Fig. 1: layout detail
Window x 49 to 74, y 24 to 49 µm. Cells in grey, sequential cells in the stronger grey; small squares are vias.
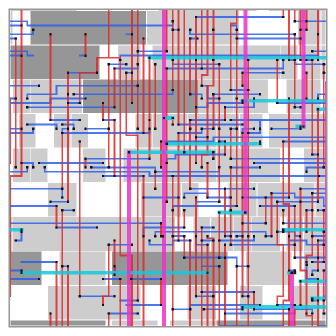
Fig. 2: where the registers sit
Scale: 2 px per µm. Other sequential cells in the stronger grey, the rest of the logic in the fainter grey.
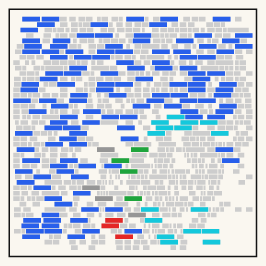
==> config.mk <==
export PLATFORM = sky130hd
export DESIGN_NAME = version_store
export DESIGN_NICKNAME = d
export VERILOG_FILES = /design/src/rtl/version_store_pkg.sv /design/src/rtl/version_victim_sel.sv /design/src/rtl/version_store.sv
export SDC_FILE = /design/constraint.sdc
export NUM_CORES = 1
export LEC_CHECK = 0
export CAP_MARGIN = 10
export CORE_UTILIZATION = 54
export DETAILED_ROUTE_END_ITERATION = 10
export PLACE_DENSITY = 0.92
export RECOVER_POWER = 25
export SKIP_CTS_REPAIR_TIMING = 1
export SYNTH_ARGS = -nofsm -noshare
export SYNTH_HDL_FRONTEND = slang
export SYNTH_SLANG_ARGS = --single-unit
==> constraint.sdc <==
create_clock -name clk -period 16.7 [get_ports clk]
set_input_delay 3.34 -clock clk [delete_from_list [all_inputs] [get_ports clk]]
set_output_delay 3.34 -clock clk [all_outputs]
set_load 0.005 [all_outputs]
==> run summary <==
flow finished, numbers: met3 Use GR=7.57%, Max-Cap Viols=2, CTS root buf=clkbuf_16, Final Instance Area=10,500 µm², yosys stat area=7890 µm², top cells, area=dfrtp_1, mux2_2, and2_1, bufs w/o clock=201, Area leader share=49.2%, Final Wtd Congestion=0.906, Post-Place Setup Slack=8.59 ns, combinational gates=450, min Tclk post-route=9.01 ns, Clk pwr share=29.2%, Layout Nets=901, sequential-to-total area share from yosys stat=49.2%, Die X=123 µm, Seq pwr share=42.2%, Vias/cell=5.64, Tool Warnings=29, Adders+Majority by Area=3.25%, number of enable flip-flop cells=0, drt total wl=21.3 mm, slowest cell on the critical path=clkbuf_1, Final WS setup=7.69 ns, Post-synth regs=155, Pwr Total=1.35 mW, PD cells=128 nW/µm², Max-slew headroom=-165%, mux contribution to synthesized area=21.0%, largest class=sequential cells, Synth Instances=658, Hold Slack=0.480 ns, Pleak=4.70 nW, DRT met1 WL=8.62 mm, Crit path max-delay family=buffers and inverters, number of buffers and inverters on the critical path=3, synthesis-to-finish area growth=33.1%, CTS buffer count=17, P_clk=0.393 mW, Tightest Pin Transition=3.96 ns, placed cell areas=9910 µm², mapped cell area=7890 µm², Synth cell types=53, vias=5,834, met2 wire len=10.3 mm, Int Power=0.928 mW, fp_density=56.2%, logic area=3740 µm², PortBufs=192, yosys simple share=15.8%, Critical Path Start Type=input pin, DRC errors left=0, fin crit share=53.9%, Seq cells=155, CTS Buffer Depth=2, CP Cell Sequence=dlygate4sd3_1 -> clkinvlp_2 -> clkbuf_1, Yosys warning count=0, top layer in use=met4, H-tree Lvls=4, yosys xor share=1.78%, crit path kind=in -> async, status=finished, violations left, AND-OR/OR-AND share of the synthesized area=5.52%, Well-Tap Cells=180, gr usage total=29.9%, max reg flops=128, Routed Antenna Nets=0, FFs w/ async S/R, synth=100%, share of cells above drive strength 1=22.5%, failing checks=capacitance limit, slew limit, Setup Total Neg Slack=0 ns, CP max FO=90, row count=43, synth cell count leaders=dfrtp_1, mux2_2, and2_1, nand2_1, P_sw=0.420 mW, cell accounting for the most synthesized area=dfrtp_1, CTS tree=yes, Comb. pwr=0.386 mW, Slew Limit Fails=158, DR pass1 iterations=6, crit end category=async pin, slowest cell delay on critical path=2.58 ns, fmax=111 MHz, first-pass GRT wire length=33.8 mm, WHS Path Cells=1, GR Util met1=36.8%, post-synth net total=717, Final Non-Filler Cells=1,035, Clock-cell share=5.74%, clock skew=0.0106 ns
Back to the opening pictures, Fig. 1:
Magenta marks metal 4. Red marks metal 2. Blue marks metal 1. Cyan marks metal 3.
Sequential cells in the window: 4. 49 logic cells have their middle in the window. Most frequent: nand2_1 (10), dfrtp_1 (4).

Back to the opening pictures, Fig. 2:
Green marks `slotValid`, flops 4. Blue marks `data_q`, flops 128, where all over the die. Cyan marks `ver_q`, flops 16. Red marks `count`, flops 3.
post-layout util: 74.8%
Storage cell area: 3880 µm²
Seq group: 0.569 mW
fraction of area in registers: 36.9%

Power figures rest on the tool's default switching activity, not on a simulated workload.
